File: config.mk
export PLATFORM = sky130hd
export DESIGN_NAME = sklansky_adder
export DESIGN_NICKNAME = d
export VERILOG_FILES = /design/src/rtl/sklansky_pkg.sv /design/src/rtl/sklansky_prefix_tree.sv /design/src/rtl/sklansky_adder.sv
export SDC_FILE = /design/constraint.sdc
export NUM_CORES = 1
export LEC_CHECK = 0
export CORE_AREA = 8 8 45 47
export CTS_CLUSTER_DIAMETER = 50
export DETAILED_ROUTE_END_ITERATION = 6
export DIE_AREA = 0 0 53 55
export GPL_TIMING_DRIVEN = 0
export SLEW_MARGIN = 20
export SYNTH_ARGS = -nofsm -noshare
export SYNTH_HDL_FRONTEND = slang
export SYNTH_SLANG_ARGS = --single-unit
File: constraint.sdc
create_clock -name clk -period 0.8 [get_ports clk]
set_input_delay 0.16 -clock clk [delete_from_list [all_inputs] [get_ports clk]]
set_output_delay 0.16 -clock clk [all_outputs]
set_load 0.05 [all_outputs]
File: src/rtl/sklansky_pkg.sv
// Shared types and helpers for the Sklansky prefix adder.
// Latency: none (types/functions only).
// Backpressure: not applicable.
package sklansky_pkg;

    typedef struct packed {
        logic g;
        logic p;
    } gp_t;

    // Number of prefix levels; 0 for a single-bit adder.
    function automatic int clog2(input int n);
        int r;
        r = 0;
        for (int k = 0; k < 31; k++) begin
            if ((1 << k) < n) begin
                r = k + 1;
            end
        end
        return r;
    endfunction

    // Black cell: hi is the more significant group, lo the adjacent lower one.
    function automatic gp_t prefix_op(input gp_t hi, input gp_t lo);
        gp_t r;
        r.g = hi.g | (hi.p & lo.g);
        r.p = hi.p & lo.p;
        return r;
    endfunction

endpackage

File: src/rtl/sklansky_prefix_tree.sv
// Sklansky prefix tree: bitwise g/p in, group generates G[i:0] out.
// Latency: combinational.
// Backpressure: none.
module sklansky_prefix_tree
    import sklansky_pkg::*;
#(
    parameter int WIDTH = 4
) (
    input  logic [WIDTH-1:0] g,
    input  logic [WIDTH-1:0] p,
    output logic [WIDTH-1:0] grp_g
);

    localparam int L = clog2(WIDTH);

    // Level 0 holds the inputs; level l+1 is the result of combining at bit l.
    for (genvar l = 0; l <= L; l++) begin : g_lvl
        gp_t node [WIDTH];
        for (genvar i = 0; i < WIDTH; i++) begin : g_bit
            if (l == 0) begin : g_in
                assign node[i] = '{g: g[i], p: p[i]};
            end else if (((i >> (l - 1)) & 1) == 1) begin : g_black
                localparam int J = ((i >> (l - 1)) << (l - 1)) - 1;
                assign node[i] = prefix_op(g_lvl[l-1].node[i], g_lvl[l-1].node[J]);
            end else begin : g_pass
                assign node[i] = g_lvl[l-1].node[i];
            end
        end
    end

    for (genvar i = 0; i < WIDTH; i++) begin : g_out
        assign grp_g[i] = g_lvl[L].node[i].g;
    end

endmodule

File: src/rtl/sklansky_adder.sv
// Registered parallel-prefix adder: {Cout,Sum} = A + B + Cin.
// Latency: 1 cycle, one result per cycle.
// Backpressure: none; consumers qualify Sum/Cout with out_valid.
module sklansky_adder
    import sklansky_pkg::*;
#(
    parameter int WIDTH = 4
) (
    input  logic             clk,
    input  logic             rst_n,
    input  logic             in_valid,
    input  logic [WIDTH-1:0] A,
    input  logic [WIDTH-1:0] B,
    input  logic             Cin,
    output logic             out_valid,
    output logic [WIDTH-1:0] Sum,
    output logic             Cout
);

    logic [WIDTH-1:0] g;
    logic [WIDTH-1:0] p;
    logic [WIDTH-1:0] g_cin;
    logic [WIDTH-1:0] grp_g;
    logic [WIDTH:0]   carry;
    logic [WIDTH-1:0] sum_nxt;

    assign g = A & B;
    assign p = A ^ B;

    // Fold carry-in into bit 0 so the tree sees it as an ordinary generate.
    always_comb begin
        g_cin    = g;
        g_cin[0] = g[0] | (p[0] & Cin);
    end

    sklansky_prefix_tree #(
        .WIDTH (WIDTH)
    ) u_tree (
        .g     (g_cin),
        .p     (p),
        .grp_g (grp_g)
    );

    assign carry   = {grp_g, Cin};
    assign sum_nxt = p ^ carry[WIDTH-1:0];

    always_ff @(posedge clk or negedge rst_n) begin
        if (!rst_n) begin
            out_valid <= 1'b0;
            Sum       <= '0;
            Cout      <= 1'b0;
        end else begin
            out_valid <= in_valid;
            Sum       <= sum_nxt;
            Cout      <= carry[WIDTH];
        end
    end

endmodule

==> run_1/density.png <==
Drawn at 6 px/um. The die is cut into 11 by 11 equal tiles; dark blue is low, red is high, 0 to 100% covered.
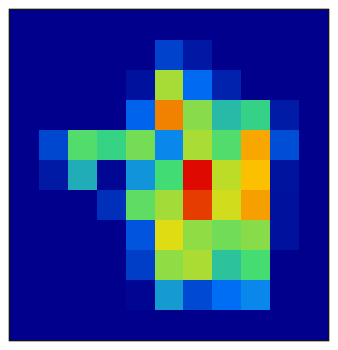
- densest ninth of the die: middle
- nearly empty tiles: 58%
- fullest tile: 99%
- mean over tiles: 18%
initial core utilization: 21.5%
Std-Cell Core Area: 1380 sq um
core utilization of the finished layout: 38.8%

==> run_1/clock_map.png <==
Drawn at 6 px/um.
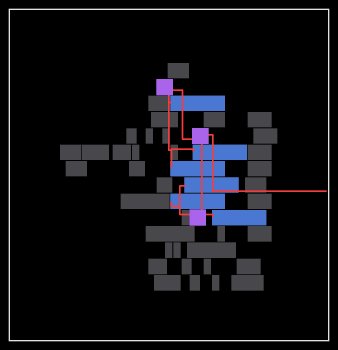
- red: clock wires (length 92.9 um)
- blue: flip-flops (count 6)
- purple: cells driving clock nets (count 3)
- routed clock nets: 4
- flops lie: middle

==> run_1/final_congestion.png <==
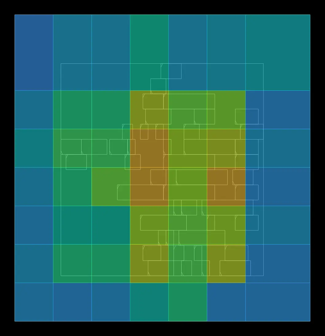
wire length per cell after detailed routing: 9.66 um
grt peak-use layer: met2
met3 usage: 2.67%
gr usage total: 4.63%
met1 routing resource usage after global routing: 3.90%

==> run_1/met3.png <==
Drawn at 8 px/um. Cells faint in the background.
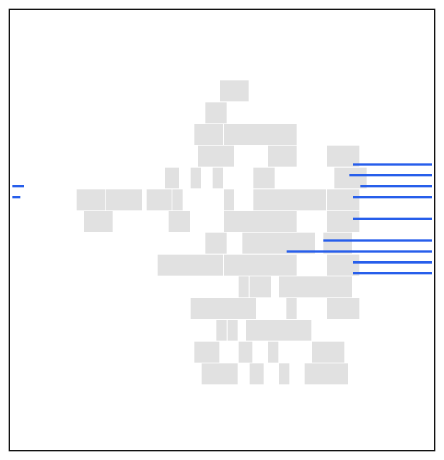
- longest straight run: 17.9 um
- nets with wire on the layer: 11
- main direction: horizontal
- wire length on this layer: 99.7 um
- share of all routed wire: 17%

-- run 1: how the worst max path moves through the flow --
stage	from	endpoint	slack (ns)	depth (start not counted)
final	A[0]	Sum[2]	-0.65	6
after global routing	A[0]	Sum[2]	-0.66	6
after CTS	A[0]	Sum[2]	-0.67	6
after detailed placement	A[0]	Sum[3]	-1.36	6
after global placement	A[0]	Sum[3]	-1.35	6
after floorplan	A[0]	Sum[3]	-0.71	5
-- run 1: state kept, by name, indices dropped and copies added, names as in the netlist --
register	count
out_valid	1
Cout	1
Sum	4
-- run 1: final cells by class --
class / count / area [sq um]
timing repair buffer: 18 / 181
sequential: 6 / 150
inverter: 10 / 45.0
clock buffer: 3 / 22.5
tap: 16 / 20.0
multi-input combinational: 9 / 118
fill: 149 / 847
==> run summary, run 1 <==
Flow results.

- The largest net degree at the start of global routing is 7.
- The most common cell in the netlist is inv_1.
- The fmax is 0.688 GHz.
- The post-cts gate resize count is 58.
- Note, the detailed placer reported a final HPWL of 544 um.
- The buffer cell driving the clock tree root is clkbuf_4.
- The met3 routed wirelength is 99 um.
- The repair_antennas step left the layout with diodes totalling 0.
- Ranked by instance count, the synthesized netlist is headed by 10 x inv_1, 6 x dfrtp_1, 3 x fa_1.
- The final reports fail on setup timing.
- The internal power summed over all cells is 694 uW.
- The worst endpoint required time is 0.93 ns.
- The number of clock sinks is 6.
- For this run, the final setup violation count is recorded as 10.
- For the worst setup path, the data arrival time is 1.59 ns.
- Per the run summary, max-cap violations total 0.
- The detailed router reports a met2 wire length of 300 um.
- The signal on the critical path passes through buf_8, inv_8, fa_2, fa_2, fa_2, inv_1.
- The largest driver fanout on the critical path is 2.
- The proportion of power drawn by combinational gates is 39.9%.
- In this run, flip-flops and latches consume 35.0% of the power.
- The number of storage elements in the synthesis netlist is 6.
- The path class of the tightest hold or removal check is in -> async.
- The cell area reported after detailed placement is 500 sq um.
- The flow ran to the end, but the final reports show violations.
- The ratio of final minimum period to clock period is 182%.
- Per the detail_route report, the via count comes to 234.
- The final setup slack of the worst path is -0.654 ns.
- The number of top-level design ports is 18.
- The global route total overflow is 0.
- The met2 routing resource usage after global routing is 6.64%.
--- run 2 (diff from run 1) ---
--- a/config.mk
+++ b/config.mk
@@ -10,6 +10,7 @@
 export DETAILED_ROUTE_END_ITERATION = 6
 export DIE_AREA = 0 0 53 55
 export GPL_TIMING_DRIVEN = 0
+export RECOVER_POWER = 100
 export SLEW_MARGIN = 20
 export SYNTH_ARGS = -nofsm -noshare
 export SYNTH_HDL_FRONTEND = slang
==> run_2/final_congestion.png <==
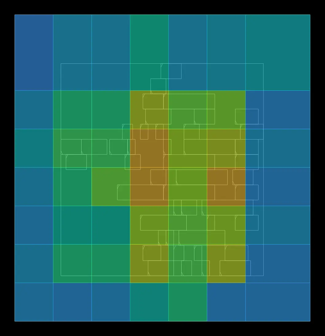
wire length per cell after detailed routing: 9.65 um
fraction of met2 tracks used by global routing: 6.64%

==> run_2/port_nets.png <==
Drawn at 4 px/um.
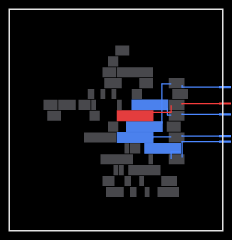
- red: Cout (bits 1; direction output; edge right; end cells 1; buffers 1; wire 16.1 um)
- blue: Sum (bits 4; direction output; edge right; end cells 4; buffers 4; wire 66.8 um)
ports placed on the boundary: 18
count of buffers inserted at the top-level ports: 17

==> run 2 against run 1 <==
Compared with the run above:
- the run still ends with setup timing left
- non-clock buffer count is the same
- sequential power is essentially flat
- via count is the same
- largest cell class unchanged
==> run summary, run 2 <==
Flow results.

- The routed layout has 234 vias.
- After synthesis, the most frequently instantiated cells are 10 x inv_1, 6 x dfrtp_1, 3 x fa_1.
- The checks that failed: setup timing.
- Listed in order, past its start point the critical path passes buf_8, inv_8, fa_2, fa_2, fa_2, inv_1.
- Looking at the global route congestion table, the highest-usage layer is met2.
- The final-report setup violation count is 10.
- The register with the most flip-flops in the layout has 4 of them.
- Derived from the worst setup path, the maximum achievable clock frequency is 0.688 GHz.
- The met3 routed wirelength is 89 um.
- The global route total overflow is 0.
- Global routing used 4.63% of the available tracks.
- Data on the critical path arrives at its endpoint at 1.59 ns.
- The met1 usage is 3.90%.
- The flow ran to the end, but the final reports show violations.
- Looking at the power breakdown, combinational cells take 39.8% of the total.
- Ranked by flip-flop count, first place goes to Sum.
- The part of the power in registers is 35.1%.
- The area taken by multi-input combinational cells is reported as 118 sq um.
- The classification of the worst-slack hold path is in -> async.
- The largest registers in the layout are Sum (4), Cout (1), out_valid (1).
- The half-perimeter wire length after detailed placement is 544 um.
- The number of clock sinks is 6.
- The most common cell in the netlist is inv_1.
- The final antenna diode count is 0.
- The filler cell count is 149.
- The max-cap violation count is 0.
- Measured on the finished design, the core utilization comes to 38.8%.
- According to the floorplan report, the placeable core area is 1380 sq um.
- The largest driver fanout on the critical path is 2.
- Once placement finished, the instance area stood at 500 sq um.
- The completed layout was analyzed and its total power is 1.05 mW.
- The fraction of the core area occupied by cells at floorplan is 21.5%.
- Counting along the longest clock path gives a buffer depth of 2.
- The internal portion of the total power is 692 uW.
- Of the available clock period, the critical path in the final layout requires 182%.
- According to the finish report, the design has a final net count of 65.
- The detailed-routed wire length on met2 is 300 um.
- The final setup slack of the worst path is -0.654 ns.
- Yosys reported a register bit count of 6.
- The layout report lists the combined flip-flop and latch area as 150 sq um.
- The global routing report lists met3 layer usage as 2.67%.
- Entering global routing, the biggest net connects 7 pins.
- The OpenROAD report gives the critical path a required time of 0.93 ns.
==> run_2/clock_map.png <==
Drawn at 6 px/um.
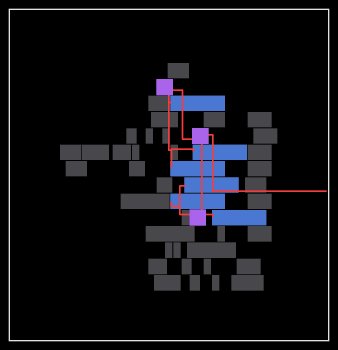
- blue: flip-flops (count 6)
- red: clock wires (length 92.9 um)
- purple: cells driving clock nets (count 3)
- flops lie: middle
- routed clock nets: 4
clock network fraction of total power: 25.1%
power attributed to the clock group: 265 uW

[run 2: cell type report]
cell class,instances,share of cell area [%]
timing repair buffer,18,33.8
multi-input combinational,9,21.9
clock buffer,3,4.20
tap,16,3.73
inverter,10,8.39
sequential,6,28.0
[run 2: cell families (layout without fill, tap and decap cells)]
family	count (synthesis)	after routing
compound gates	1	1
simple gates	2	2
flops	6	6
buf+inv	10	31
fa+ha+maj	5	5
xor+xnor	1	1
[run 2: how the worst max path moves through the flow]
stage                     startpoint     end  slack [ns]  depth (start not counted)
final                           A[0]  Sum[2]       -0.65                          6
after global routing            A[0]  Sum[2]       -0.66                          6
after CTS                       A[0]  Sum[2]       -0.67                          6
after detailed placement        A[0]  Sum[3]       -1.36                          6
after global placement          A[0]  Sum[3]       -1.35                          6
after floorplan                 A[0]  Sum[3]       -0.71                          5
--- run 3 (diff from run 2) ---
==> constraint.sdc (replaced) <==
create_clock -name clk -period 1.3 [get_ports clk]
set_input_delay 0.26 -clock clk [delete_from_list [all_inputs] [get_ports clk]]
set_output_delay 0.26 -clock clk [all_outputs]
set_load 0.05 [all_outputs]
==> run_3/met3.png <==
Drawn at 8 px/um. Cells faint in the background.
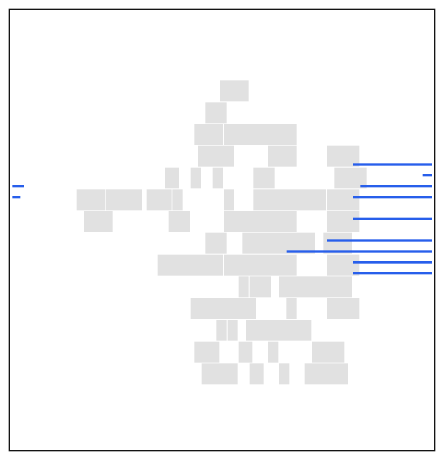
- share of all routed wire: 15%
- main direction: horizontal
- wire length on this layer: 90.0 um
- longest straight run: 17.9 um
count of vias placed by the detailed router: 234
Total Wirelength: 594 um

==> run_3/final_congestion.png <==
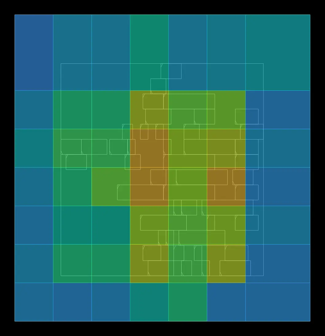
wire length per cell after detailed routing: 9.58 um

==> run 3 against run 2 <==
Compared with the run above:
- the flow still finishes with violations (setup timing)
- critical path depth unchanged
- count of clock-buffer cells in the layout unchanged
- combinational power down 42%
- global-route usage stayed put
- first-iteration DRC count unchanged
- sequential share of layout area unchanged
- worst hold slack gained 0.10 ns
==> run summary, run 3 <==
Flow results.

- The area of the core is 1380 sq um.
- The final setup slack of the worst path is -0.254 ns.
- Summing all placed instances gives a cell area of 500 sq um.
- Clock buffers in the final layout number 3.
- Setup violations remaining at the end of the flow were counted as 2.
- The OpenROAD report gives the critical path a required time of 1.43 ns.
- The combinational fraction of the cell area is 21.9%.
- As logged by OpenROAD, the buffers inserted on ports number 17.
- For this run, global-route usage on met2 was measured as 6.64%.
- The number of clock sinks is 6.
- The cell class with the largest area share is buffers.
- The buffer cell driving the clock tree root is clkbuf_4.
- The max-cap violation count is 0.
- Once layout is complete, the utilization of the core stands at 38.8%.
- The flow inserted 16 tap cells.
- The run finished, with violations left.
- The fraction of the core area occupied by cells at floorplan is 21.5%.
- The aggregate global-route resource usage is 4.63%.
- The report shows a maximum critical-path fanout of 2.
- Overall power consumption after layout is estimated at 627 uW.
- The routed design uses 299 um of met2 wire.
- According to the cell report, flip-flops and latches in the layout number 6.
- The classification of the worst-slack hold path is in -> async.
- Non-clock buffering takes up 33.8% of total cell area after layout.
- The post-cts gate resize count is 34.
- The most common cell in the netlist is inv_1.
- met2 is the most crowded layer.
- The largest net degree at the start of global routing is 7.
- The registers reported with the highest flop counts are Sum (4), Cout (1), out_valid (1).
- The global route total overflow is 0.
- The number of nets in the layout is 65.
- The register with the most flip-flops in the layout has 4 of them.
- The fmax is 0.644 GHz.
- After layout, the buffer instance count without clock buffers stands at 18.
- The fraction of final cell area spent on clock buffers and inverters in this run is 4.20%.
- The final antenna diode count is 0.
- The filler cell count is 149.
- Per STA, the endpoint of the critical path is Sum[2].
- The final reports fail on setup timing.
- The sequential share of cell area is 28.0%.
- After layout, the inverter instance count without clock inverters stands at 10.
- The final timing summary puts the cycle share of the worst path at 120%.
- For the worst setup path, the data arrival time is 1.69 ns.
- The synthesis stat section lists a flop and latch total of 6.
- Once detailed placement completed, the half-perimeter wirelength came to 544 um.
- The met3 capacity usage during global routing is 2.67%.
- Walking the worst path, the cells encountered are buf_8, inv_8, fa_2, fa_2, fa_2, inv_1.
- The area of combinational cells with multiple inputs is 118 sq um.
- Among the non-sequential cells, adder cells take the most area.
- The cell count along the critical path is 6.
==> run_3/density.png <==
Drawn at 6 px/um. The die is cut into 11 by 11 equal tiles; dark blue is low, red is high, 0 to 100% covered.
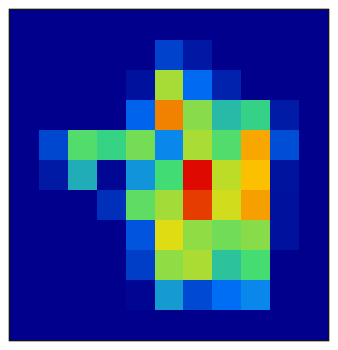
- nearly empty tiles: 58%
- tiles over 75% full: 5.0%
- mean over tiles: 18%
- densest ninth of the die: middle

[run 3: cell count changes in the layout (fill, tap and decap cells not counted), sizes merged]
cell / change
buf: -6
clkdlybuf4s15: +6
[run 3: power breakdown]
part | switching [mW] | internal (mW)
sequential | 0.00678 | 0.215
combinational | 0.151 | 0.0913
clock | 0.0589 | 0.104
total | 0.217 | 0.410
[run 3: worst min path at each step]
stage                from  endpoint  slack [ns]  cells past startpoint
floorplan           rst_n      Cout       -0.04                      0
global placement    rst_n    Sum[0]        0.51                      1
detailed placement  rst_n    Sum[0]        0.51                      1
CTS                 rst_n    Sum[2]        0.26                      1
global route        rst_n    Sum[1]        0.33                      1
finish              rst_n      Cout        0.33                      1
Power and IR drop assume default switching activity.
